## src/rtl/mdr_load_buffer_if.sv

```systemverilog
// Load-path handshake bundle between data memory, mdr_load_buffer and writeback.
// The master modport is the memory/writeback side; the slave modport is the buffer.
interface mdr_load_buffer_if #(
  parameter int unsigned DEPTH = 2
);
  localparam int unsigned CNT_W = $clog2(DEPTH) + 1;

  logic             mdr_in_valid;
  logic             mdr_in_ready;
  logic [31:0]      mdr_in;
  logic [2:0]       mdr_funct3;
  logic [1:0]       mdr_offset;
  logic             mdr_flush;
  logic             mdr_out_valid;
  logic             mdr_out_ready;
  logic [31:0]      mdr_out;
  logic             mdr_err;
  logic [CNT_W-1:0] mdr_count;

  modport master (
    output mdr_in_valid, mdr_in, mdr_funct3, mdr_offset, mdr_flush, mdr_out_ready,
    input  mdr_in_ready, mdr_out_valid, mdr_out, mdr_err, mdr_count
  );

  modport slave (
    input  mdr_in_valid, mdr_in, mdr_funct3, mdr_offset, mdr_flush, mdr_out_ready,
    output mdr_in_ready, mdr_out_valid, mdr_out, mdr_err, mdr_count
  );
endinterface

```

## src/rtl/mdr_load_buffer.sv

```systemverilog
// Multi-entry load data register: formats RISC-V loads on push and queues them for writeback.
// Optional MDR_BYPASS_EN adds a zero-latency path when the queue is empty.
module mdr_load_buffer #(
  parameter int unsigned DEPTH = 2
) (
  input  logic                mdr_clk,
  input  logic                mdr_rst,
  mdr_load_buffer_if.slave    bus
);
  localparam int unsigned PTR_W = (DEPTH > 1) ? $clog2(DEPTH) : 1;
  localparam int unsigned CNT_W = $clog2(DEPTH) + 1;

  typedef struct packed {
    logic        err;
    logic [31:0] data;
  } entry_t;

  function automatic entry_t format_load(input logic [31:0] word,
                                         input logic [2:0]  f3,
                                         input logic [1:0]  off);
    logic [7:0]  b;
    logic [15:0] h;
    entry_t      r;
    b = word[{off, 3'b000} +: 8];
    h = off[1] ? word[31:16] : word[15:0];
    // Anything not explicitly legal and aligned falls through as an error entry.
    r = '{err: 1'b1, data: '0};
    case (f3)
      3'b000: r = '{err: 1'b0, data: {{24{b[7]}}, b}};
      3'b100: r = '{err: 1'b0, data: {24'h0, b}};
      3'b001: if (!off[0]) r = '{err: 1'b0, data: {{16{h[15]}}, h}};
      3'b101: if (!off[0]) r = '{err: 1'b0, data: {16'h0, h}};
      3'b010: if (off == 2'b00) r = '{err: 1'b0, data: word};
      default: r = '{err: 1'b1, data: '0};
    endcase
    return r;
  endfunction

  entry_t           mem_q [DEPTH];
  logic [PTR_W-1:0] wr_ptr_q;
  logic [PTR_W-1:0] rd_ptr_q;
  logic [CNT_W-1:0] count_q;

  entry_t in_fmt;
  logic   full;
  logic   empty;
  logic   in_ready;
  logic   bypass;
  logic   push;
  logic   pop;

  always_comb begin
    in_fmt   = format_load(bus.mdr_in, bus.mdr_funct3, bus.mdr_offset);
    full     = (count_q == CNT_W'(DEPTH));
    empty    = (count_q == '0);
    in_ready = !full && !mdr_rst;
`ifdef MDR_BYPASS_EN
    bypass   = empty && bus.mdr_in_valid && bus.mdr_out_ready && !bus.mdr_flush && !mdr_rst;
`else
    bypass   = 1'b0;
`endif
    push     = bus.mdr_in_valid && in_ready && !bypass;
    pop      = !empty && bus.mdr_out_ready;
  end

  always_ff @(posedge mdr_clk or posedge mdr_rst) begin
    if (mdr_rst) begin
      wr_ptr_q <= '0;
      rd_ptr_q <= '0;
      count_q  <= '0;
    end else if (bus.mdr_flush) begin
      wr_ptr_q <= '0;
      rd_ptr_q <= '0;
      count_q  <= '0;
    end else begin
      if (push) wr_ptr_q <= wr_ptr_q + PTR_W'(1);
      if (pop)  rd_ptr_q <= rd_ptr_q + PTR_W'(1);
      case ({push, pop})
        2'b10:   count_q <= count_q + CNT_W'(1);
        2'b01:   count_q <= count_q - CNT_W'(1);
        default: count_q <= count_q;
      endcase
    end
  end

  // Storage needs no reset: empty entries are never visible on the outputs.
  always_ff @(posedge mdr_clk) begin
    if (push && !bus.mdr_flush) mem_q[wr_ptr_q] <= in_fmt;
  end

  always_comb begin
    bus.mdr_in_ready  = in_ready;
    bus.mdr_count     = count_q;
    bus.mdr_out_valid = !empty || bypass;
    bus.mdr_out       = '0;
    bus.mdr_err       = 1'b0;
    if (!empty) begin
      bus.mdr_out = mem_q[rd_ptr_q].data;
      bus.mdr_err = mem_q[rd_ptr_q].err;
    end else if (bypass) begin
      bus.mdr_out = in_fmt.data;
      bus.mdr_err = in_fmt.err;
    end
  end
endmodule

```

## src/flat_wrapper.sv

```systemverilog
// flat-port wrapper written by rule: the top's interface ports become plain ports
module mdr_load_buffer_flat 
#(
  parameter int unsigned DEPTH = 2
)
  (mdr_clk, mdr_rst, bus_mdr_in_valid, bus_mdr_in, bus_mdr_funct3, bus_mdr_offset, bus_mdr_flush, bus_mdr_out_ready, bus_mdr_in_ready, bus_mdr_out_valid, bus_mdr_out, bus_mdr_err, bus_mdr_count);
  mdr_load_buffer_if #(.DEPTH(DEPTH)) bus_i ();
  input  logic mdr_clk;
  input  logic mdr_rst;
  input wire logic [$bits(bus_i.mdr_in_valid)-1:0] bus_mdr_in_valid;
  input wire logic [$bits(bus_i.mdr_in)-1:0] bus_mdr_in;
  input wire logic [$bits(bus_i.mdr_funct3)-1:0] bus_mdr_funct3;
  input wire logic [$bits(bus_i.mdr_offset)-1:0] bus_mdr_offset;
  input wire logic [$bits(bus_i.mdr_flush)-1:0] bus_mdr_flush;
  input wire logic [$bits(bus_i.mdr_out_ready)-1:0] bus_mdr_out_ready;
  output wire logic [$bits(bus_i.mdr_in_ready)-1:0] bus_mdr_in_ready;
  output wire logic [$bits(bus_i.mdr_out_valid)-1:0] bus_mdr_out_valid;
  output wire logic [$bits(bus_i.mdr_out)-1:0] bus_mdr_out;
  output wire logic [$bits(bus_i.mdr_err)-1:0] bus_mdr_err;
  output wire logic [$bits(bus_i.mdr_count)-1:0] bus_mdr_count;
  assign bus_i.mdr_in_valid = bus_mdr_in_valid;
  assign bus_i.mdr_in = bus_mdr_in;
  assign bus_i.mdr_funct3 = bus_mdr_funct3;
  assign bus_i.mdr_offset = bus_mdr_offset;
  assign bus_i.mdr_flush = bus_mdr_flush;
  assign bus_i.mdr_out_ready = bus_mdr_out_ready;
  assign bus_mdr_in_ready = bus_i.mdr_in_ready;
  assign bus_mdr_out_valid = bus_i.mdr_out_valid;
  assign bus_mdr_out = bus_i.mdr_out;
  assign bus_mdr_err = bus_i.mdr_err;
  assign bus_mdr_count = bus_i.mdr_count;
  mdr_load_buffer #(.DEPTH(DEPTH)) u_core (.mdr_clk(mdr_clk), .mdr_rst(mdr_rst), .bus(bus_i));
endmodule
```

## config.mk

```make
export PLATFORM = sky130hd
export DESIGN_NAME = mdr_load_buffer_flat
export DESIGN_NICKNAME = d
export VERILOG_FILES = /design/src/rtl/mdr_load_buffer_if.sv /design/src/rtl/mdr_load_buffer.sv /design/src/flat_wrapper.sv
export SDC_FILE = /design/constraint.sdc
export NUM_CORES = 1
export LEC_CHECK = 0
export ABC_CLOCK_PERIOD_IN_PS = 11940
export CAP_MARGIN = 15
export CORE_MARGIN = 2
export CORE_UTILIZATION = 42
export DETAILED_ROUTE_END_ITERATION = 8
export PLACE_DENSITY = 0.68
export SYNTH_ARGS = -nofsm -noshare
export SYNTH_HDL_FRONTEND = slang
export SYNTH_SLANG_ARGS = --single-unit
```

## constraint.sdc

```tcl
create_clock -name mdr_clk -period 11.94 [get_ports mdr_clk]
set_clock_uncertainty 0.2 [all_clocks]
set_input_delay 1.194 -clock mdr_clk [delete_from_list [all_inputs] [get_ports mdr_clk]]
set_output_delay 1.194 -clock mdr_clk [all_outputs]
set_load 0.005 [all_outputs]
```

==> run_1/wires.png <==
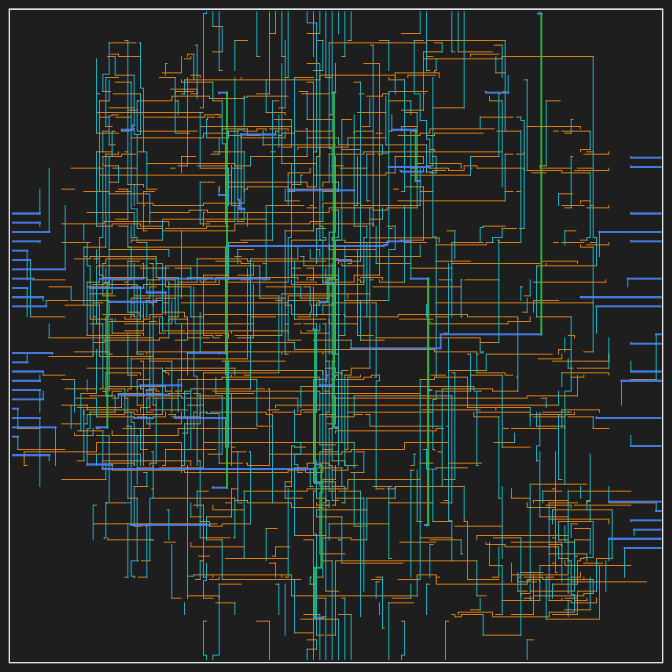
| color | layer | wire length |
|---|---|---|
| blue | metal 3 | 426 um |
| cyan | metal 2 | 3,810 um |
| green | metal 4 | 268 um |
| orange | metal 1 | 3,720 um |

==> run_1/placement.png <==
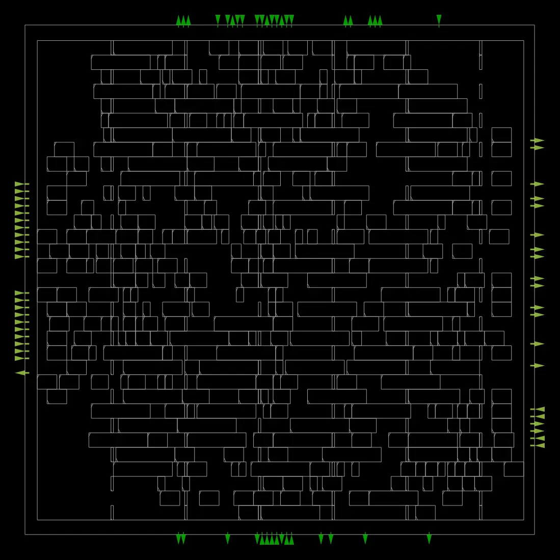
flop share of the area: 0.457
# rows: 33

==> run_1/placement_by_type.png <==
Fill, decap, tap and diode cells in gray.
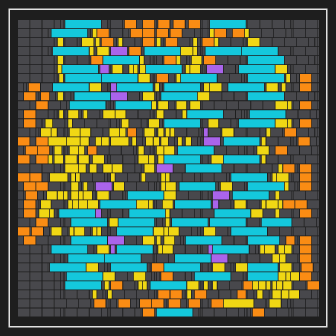
| color | class | cells | share of their area |
|---|---|---|---|
| purple | clock drivers and dummy loads | 16 | 3.6% |
| orange | other buffers and delay cells | 84 | 19% |
| yellow | combinational and other logic | 204 | 31% |
| cyan | flops | 70 | 47% |

==> run_1/sizes.png <==
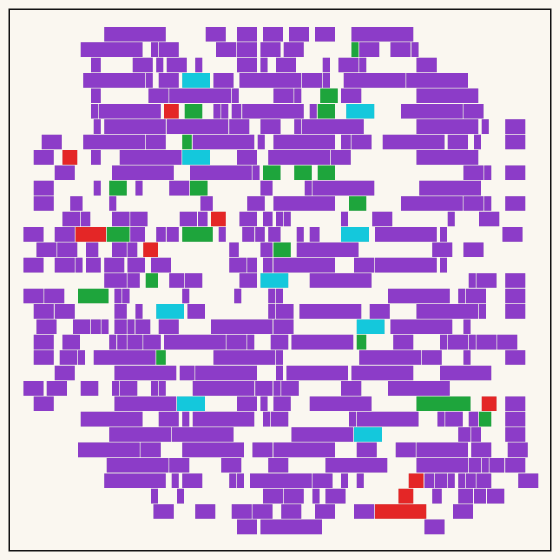
| color | size | cells | share |
|---|---|---|---|
| green | _2 cells | 20 | 5.3% |
| red | _3 and _4 cells | 9 | 2.4% |
| cyan | _6 and larger | 9 | 2.4% |
| purple | _0 and _1 cells | 336 | 90% |

run 1: cell usage after synthesis, types with 3 or more instances:
cell type	n
a21oi_1	9
a21oi_2	10
a32oi_1	9
and3b_1	7
clkbuf_1	16
dfrtp_1	4
edfxtp_1	66
mux2i_1	34
nand2_1	37
nor2_1	38
nor2b_1	12
nor3b_1	3
nor4bb_1	3
o211ai_1	3
o21ai_1	11
o221ai_1	6
run 1: state kept, by name, summed over array words and instances, names as in the netlist:
signal,count
u_core.bus.mdr_count,2
u_core.mem_q,66
u_core.rd_ptr_q,1
u_core.wr_ptr_q,1
run 1: metrics by stage:
step / util / cells
after global routing: 0.557 / 479
after global placement: 0.538 / 463
after floorplan: - / 294
after detailed placement: 0.538 / 463
final: 0.557 / 479
after CTS: 0.557 / 479
run 1: worst reg2reg max path, stage by stage, from the launching register on:
cell,delay [ns]
dfrtp_1,0.46
nor2b_1,0.20
nor2_1,0.21
nor4bb_4,0.31
buf_4,0.44
run 1: cell usage in the layout, fill, tap and decap left out, types with 2 or more instances in the layout:
cell             synthesis  final
o211ai_1                 3      3
nor2_1                  38     37
nand2b_1                 2      2
nand2_1                 37     37
a21oi_2                 10     10
edfxtp_1                66     66
nor3b_1                  3      3
a32oi_1                  9      9
and3b_1                  7      7
nor2b_1                 12     12
dfrtp_1                  4      3
buf_4                    1      6
clkdlybuf4s50_1          0     78
clkbuf_1                16      2
o21ai_1                 11     11
clkbuf_8                 0      9
clkinv_2                 0      3
nor4bb_1                 3      2
nor4b_2                  2      2
mux2i_1                 34     34
a21oi_1                  9      9
o221ai_1                 6      6
run 1: logic make-up after synthesis:
family / share of synthesized area
buffers and inverters: 0.0271
multiplexers: 0.108
AND/OR/NAND/NOR: 0.157
flip-flops: 0.593
AND-OR/OR-AND: 0.113
XOR/XNOR: 0.00250
==> results.cfg, run 1 <==
; generated from flow reports
[status]
status = completed

[power]
leakagePower_uw = 0.00151
switchingPower_uw = 126
p_comb_frac = 0.152
max-vdd-ir-drop_mv = 0.0490
powerClk_uw = 157

[flow_run]
cap_violations = 0
warning_count = 26

[synthesis]
syn_inst = 294
yosys_area_mm2 = 0.00351
edf_count = 66
synth_area_mm2 = 0.00351
yosysTopAreaCell = edfxtp_1
flop_cell = edfxtp_1
netlist.area_leader.share = 0.565
ys_seq_frac = 0.593
synth-seq-cells = 70

[clocking]
htree_levels = 3
clkSlewWorstSetupHoldPaths_ns = 0.07
cts_setup_buffers = 0
holdBufCountCts = 0
cts_tree = done

[cells_and_area]
clkbuf_count = 11
dominant_cells = flip-flops and latches
stdcell_area_mm2 = 0.00455

[floorplanning]
die_w_um = 95.4
core-area_mm2 = 0.00818
taps = 105
chipArea_mm2 = 0.00910

[critical_path]
cp-endpoint = bus_mdr_in_ready
critical_path_class = in -> out
r2r_cells = 4
crit_top_cell = clkdlybuf4s50_1
slowest_delay_ns = 0.54
cp.required_ns = 10.55
critPathSlowestCell = clkdlybuf4s50_1

[sta]
max_slew_margin = 0.306
fmax_mhz = 260
timing.final.crit_share = 0.322
setup_violations = 0
hold_viol = 0

[place]
dpl.hpwl_mm = 5.55
io_buffers = 78

[global_routing]
gr-total-overflow = 0
grt_busiest_layer = met2
grt_use_met2 = 0.283
grt_use_met1 = 0.261

[routing]
final_antenna_net_count = 0
routed_wl_mm = 8.22

[min_path]
hold_end = u_core.wr_ptr_q
==> inputs of run 2 (changes only) <==
- ABC_CLOCK_PERIOD_IN_PS: 11940 -> 3600
- clock period: 11.94 -> 3.6 ns (I/O delays scaled with it)
==> run 2 against run 1 <==
Cell count rose by 1.0%. Sequential share of layout area down 0.60 points. Utilization up 0.73 points. Power went up to 3.5 times the previous value. Sequential power went up to 3.3 times the previous value. First-iteration DRC count rose by 4.7%. Synthesized cell count did not move. Non-clock buffer count grew 5. Critical path depth rose by 1. Highest routed layer unchanged.
==> results.cfg, run 2 <==
; generated from flow reports
[synthesis]
yosys_area_mm2 = 0.00351
ys_seq_frac = 0.593
synth_area_mm2 = 0.00351
netlist.area_leader.share = 0.565
syn_inst = 294
synth_area_per_cell_um2 = 11.9
yosys-top-cells-count = edfxtp_1 (66), nor2_1 (38), nand2_1 (37)
yosysTopAreaCell = edfxtp_1
most_common_cell = edfxtp_1
flop_cell = edfxtp_1
synth_cell_type_count = 40
synthArstFlopShare = 0.0571
edf_count = 66
synth-seq-cells = 70

[floorplanning]
core-area_mm2 = 0.00818
die_y_um = 95.4
die_w_um = 95.4
fp-row-count = 33
num_io_pins = 79
chipArea_mm2 = 0.00910

[routing]
routed_wl_mm = 8.23
drt-initial-drc-count = 200
final_antenna_net_count = 0

[min_path]
hp-class = in -> async

[power]
powerClk_uw = 589
largestPowerGroup = sequential cells
pwr-share-seq = 0.520
switchingPower_uw = 420
max-vdd-ir-drop_mv = 0.227
p_comb_frac = 0.150
leakagePower_uw = 0.00155
powerComb_uw = 269

[clocking]
htree_levels = 3
cts_tree = done
clkSlewWorstSetupHoldPaths_ns = 0.07
holdBufCountCts = 0
clkLatencyLatePin_ns = 0.33
cts_setup_buffers = 0
clk_path_buf_depth = 2

[critical_path]
slowest_delay_ns = 0.73
critPathBufInv = 2
critPathSlowestCell = dfrtp_2
cp.required_ns = 3.04
critical_path_class = reg -> out
critPathLaunchType = register
cp_top_family = buffers and inverters

[sta]
timing.final.crit_share = 0.750
finalCriticalPeriod_ns = 2.70
fmax_mhz = 370
hold_viol = 0
setup_violations = 0
setup_tns_ns = 0
slew_viol_final = 0
max_slew_margin = 0.481

[global_routing]
antenna_found_initial = 0
grt_usage = 0.185
gr-total-overflow = 0
grt_pass1_wl_mm = 12.5

[cells_and_area]
fin_util = 0.564
diodes = 0
largest_reg_flops = 66
layout_top_cells = clkdlybuf4s50_1 (78), edfxtp_1 (66), nor2_1 (37), nand2_1 (37), mux2i_1 (34)
nets = 416
n_fill_cell = 702
lay_top_count = clkdlybuf4s50_1
stdcell_area_mm2 = 0.00461
final-instance-count-excl-fill = 484
regMostFlops = u_core.mem_q

[place]
dp.cells = 468
gp_congestion = 0.828
io_buffers = 78
dpl.hpwl_mm = 5.73
post-place-ws_ns = 0.735

[status]
status = completed

[flow_run]
warning_count = 26
cap_violations = 0
==> run 2: cell counts after synthesis <==
Identical to the previous run, type by type.
==> run 2: worst paths after layout <==
check                                             start             endpoint  slack [ns]  cells past startpoint
worst max-delay path                    u_core.rd_ptr_q      bus_mdr_out[25]        0.90                      4
worst min-delay path                            mdr_rst      u_core.wr_ptr_q        0.11                      2
worst max register to register  u_core.bus.mdr_count[1]  u_core.mem_q[0][13]        1.43                      4
worst min register to register          u_core.wr_ptr_q      u_core.wr_ptr_q        0.42                      2
max in group asynchronous                       mdr_rst      u_core.rd_ptr_q        2.92                      2
min in group mdr_clk                    u_core.wr_ptr_q      u_core.wr_ptr_q        0.42                      2
==> run 2: per-layer routing <==
layer	track usage	vias up	share of wire
met2	0.298	102	0.49
met5	0	-	0
li1	-	1251	-
met1	0.249	1204	0.43
met4	0.0786	0	0.013
met3	0.0316	8	0.064
==> run 2: logic make-up (layout without fill, tap and decap cells) <==
logic type,count (synthesis),in the layout,share of synthesized area
buffers and inverters,22,107,0.0271
AND-OR/OR-AND,55,55,0.113
multiplexers,37,37,0.108
AND/OR/NAND/NOR,109,109,0.157
XOR/XNOR,1,1,0.00250
flip-flops,70,70,0.593
==> run 2: worst reg2reg max path: cells and delay by family, from the launching register on <==
family        cells  cell delay, ns
buf+inv           1            0.45
flops             1            0.46
simple gates      3            0.67
==> run 2: per-stage QoR <==
stage	hold slack, ns	power, uW
floorplan	-0.0739	1070
global placement	0.397	1210
detailed placement	0.409	1220
CTS	0.0962	1800
global route	0.139	1860
finish	0.113	1790
==> run 2: layout make-up <==
type,count,area [um^2],share of cell area
flip-flops and latches,70,2080,0.451
well taps,105,131,0.0285
clock buffers,10,128,0.0277
multi-input cells,202,1350,0.292
inverters,2,7.51,0.00163
repair buffers,89,863,0.187
clock inverters,6,52.6,0.0114
==> run_2/io_fan.png <==
Bar = 20 um.
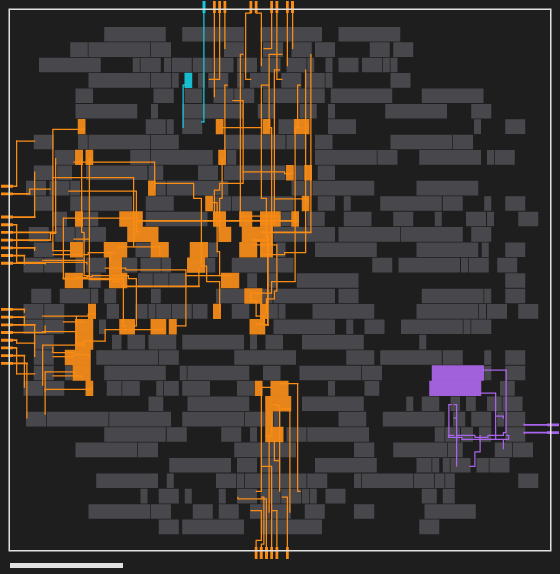
| color | port | direction | edge | end cells | wire |
|---|---|---|---|---|---|
| orange | `bus_mdr_in` | input | 17 left, 9 top, 6 bottom | 57 | 1,270 um |
| cyan | `bus_mdr_out_valid` | output | top | 1 | 28.4 um |
| purple | `bus_mdr_count` | output | right | 2 | 87.1 um |

==> run_2/placement_by_type.png <==
Fill, decap, tap and diode cells in gray.
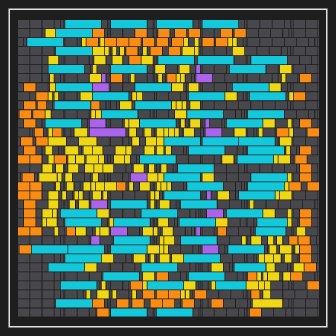
| color | class | cells | share of their area |
|---|---|---|---|
| purple | clock drivers and dummy loads | 16 | 4.0% |
| orange | other buffers and delay cells | 89 | 19% |
| yellow | combinational and other logic | 204 | 30% |
| cyan | flops | 70 | 46% |

==> inputs of run 3 (changes only) <==
- ABC_CLOCK_PERIOD_IN_PS: 3600 -> 2460
- PLACE_DENSITY: 0.68 -> 0.7
- clock period: 3.6 -> 2.46 ns (I/O delays scaled with it)
==> run 3 against run 2 <==
Cell area up 2.8%. Sequential share of layout area down 1.2 points. Die area unchanged. Critical path depth unchanged. Cell count up 0.83%. Synthesized area unchanged. Flip-flop count unchanged. First-iteration DRC count up 2.0%. Via count up 1.6%. Global-route usage up 0.18 points. Clock-buffer cell count down 1. Worst hold slack better by 0.0088 ns. Critical path type unchanged. Highest routed layer unchanged.
==> results.cfg, run 3 <==
; generated from flow reports
[power]
powerComb_uw = 416
max-vdd-ir-drop_mv = 0.322
switchingPower_uw = 621
powerClk_uw = 1070
power.total_uw = 2830

[global_routing]
antenna_found_initial = 0
grt_usage = 0.187
gr-total-overflow = 0
grt_pass1_wl_mm = 12.6

[flow_run]
warning_count = 27
cap_violations = 0

[synthesis]
synth-seq-cells = 70
yosys_area_mm2 = 0.00351
synth_area_per_cell_um2 = 11.9
netlist.area_leader.share = 0.565
synthArstFlopShare = 0.0571
most_common_cell = edfxtp_1
yosysTopAreaCell = edfxtp_1
edf_count = 66
ys_seq_frac = 0.593
flop_cell = edfxtp_1

[sta]
whs_ns = 0.122
finalCriticalPeriod_ns = 2.29
setup_tns_ns = 0
hold_viol = 0
slew_viol_final = 0

[place]
io_buffers = 78
dpl.hpwl_mm = 5.73
gp_congestion = 0.835

[critical_path]
cp_top_family = buffers and inverters
critPathSlowestCell = dfrtp_1
critical_path_class = reg -> out
cp.required_ns = 2.01
critPathBufInv = 2
slowest_delay_ns = 0.48

[routing]
drt-initial-drc-count = 204

[min_path]
hp-class = in -> async

[floorplanning]
chipArea_mm2 = 0.00910
fp-row-count = 33
die_w_um = 95.4
num_io_pins = 79
die_y_um = 95.4

[clocking]
cts_tree = done
cts_setup_buffers = 0

[cells_and_area]
nets = 421

[status]
status = completed
-- run 3: path summary, 6_finish.rpt --
path / start / to / slack, ns / depth (start not counted)
hold reg to reg: u_core.wr_ptr_q / u_core.wr_ptr_q / 0.42 / 2
setup reg to reg: u_core.bus.mdr_count[1] / u_core.mem_q[0][29] / 0.63 / 4
min in group mdr_clk: u_core.wr_ptr_q / u_core.wr_ptr_q / 0.42 / 2
max in group asynchronous: mdr_rst / u_core.rd_ptr_q / 1.78 / 2
hold / removal: mdr_rst / u_core.wr_ptr_q / 0.12 / 2
setup / recovery: u_core.bus.mdr_count[0] / bus_mdr_out[7] / 0.17 / 4
-- run 3: kinds of logic (layout without fill, tap and decap cells) --
family | after synthesis | after routing | synth area share
and+or+nand+nor | 109 | 109 | 0.157
AOI/OAI and AO/OA | 55 | 55 | 0.113
xor gates and xnor gates | 1 | 1 | 0.00250
muxes | 37 | 37 | 0.108
DFF | 70 | 70 | 0.593
buffers and inverters | 22 | 111 | 0.0271
-- run 3: area by class of cell --
type,instances,area (um^2),share of cell area
timing repair buffer,94,938,0.198
clock inverter,6,101,0.0214
clock buffer,9,124,0.0261
inverter,2,7.51,0.00158
tap,105,131,0.0277
sequential,70,2080,0.439
multi-input combinational,202,1360,0.286
-- run 3: metal layers --
metal  routed length, um  track usage
met1                3580        0.244
met2                4140        0.310
met3                 413       0.0372
met4                 114       0.0714
met5                   0            0
-- run 3: repair_timing --
action                                  4_1_cts  5_1_grt
endpoints found under the hold margin         4        0
endpoints found under the setup margin        0        1
gates resized                                 0        0
hold buffers                                  1        0
-- run 3: per-stage QoR --
stage	std cells	setup WS [ns]
floorplan	294	-0.0576
global placement	473	0.105
detailed placement	473	0.0577
CTS	489	0.0496
global route	488	0.0454
finish	488	0.166
==> run_3/placement.png <==
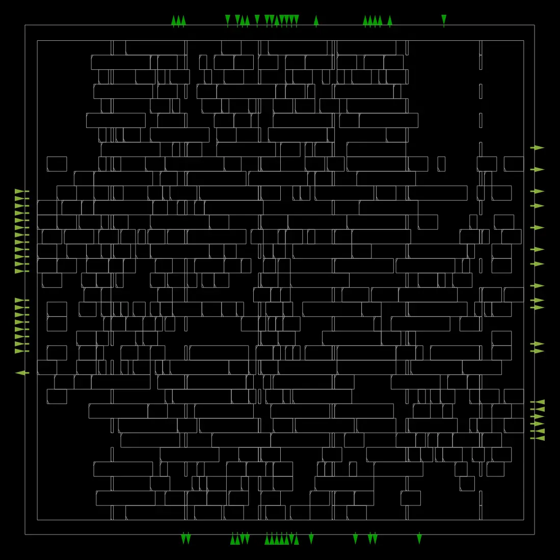
FILL cells: 693
FF+latch count: 70
Layout Utilization: 0.580
tap cells: 105

==> run_3/placement_by_type.png <==
Fill, decap, tap and diode cells in gray.
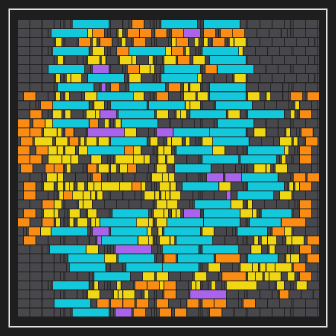
| color | class | cells | share of their area |
|---|---|---|---|
| purple | clock drivers and dummy loads | 15 | 4.9% |
| yellow | combinational and other logic | 204 | 30% |
| cyan | flops | 70 | 45% |
| orange | other buffers and delay cells | 94 | 20% |

Power figures rest on the tool's default switching activity, not on a simulated workload.
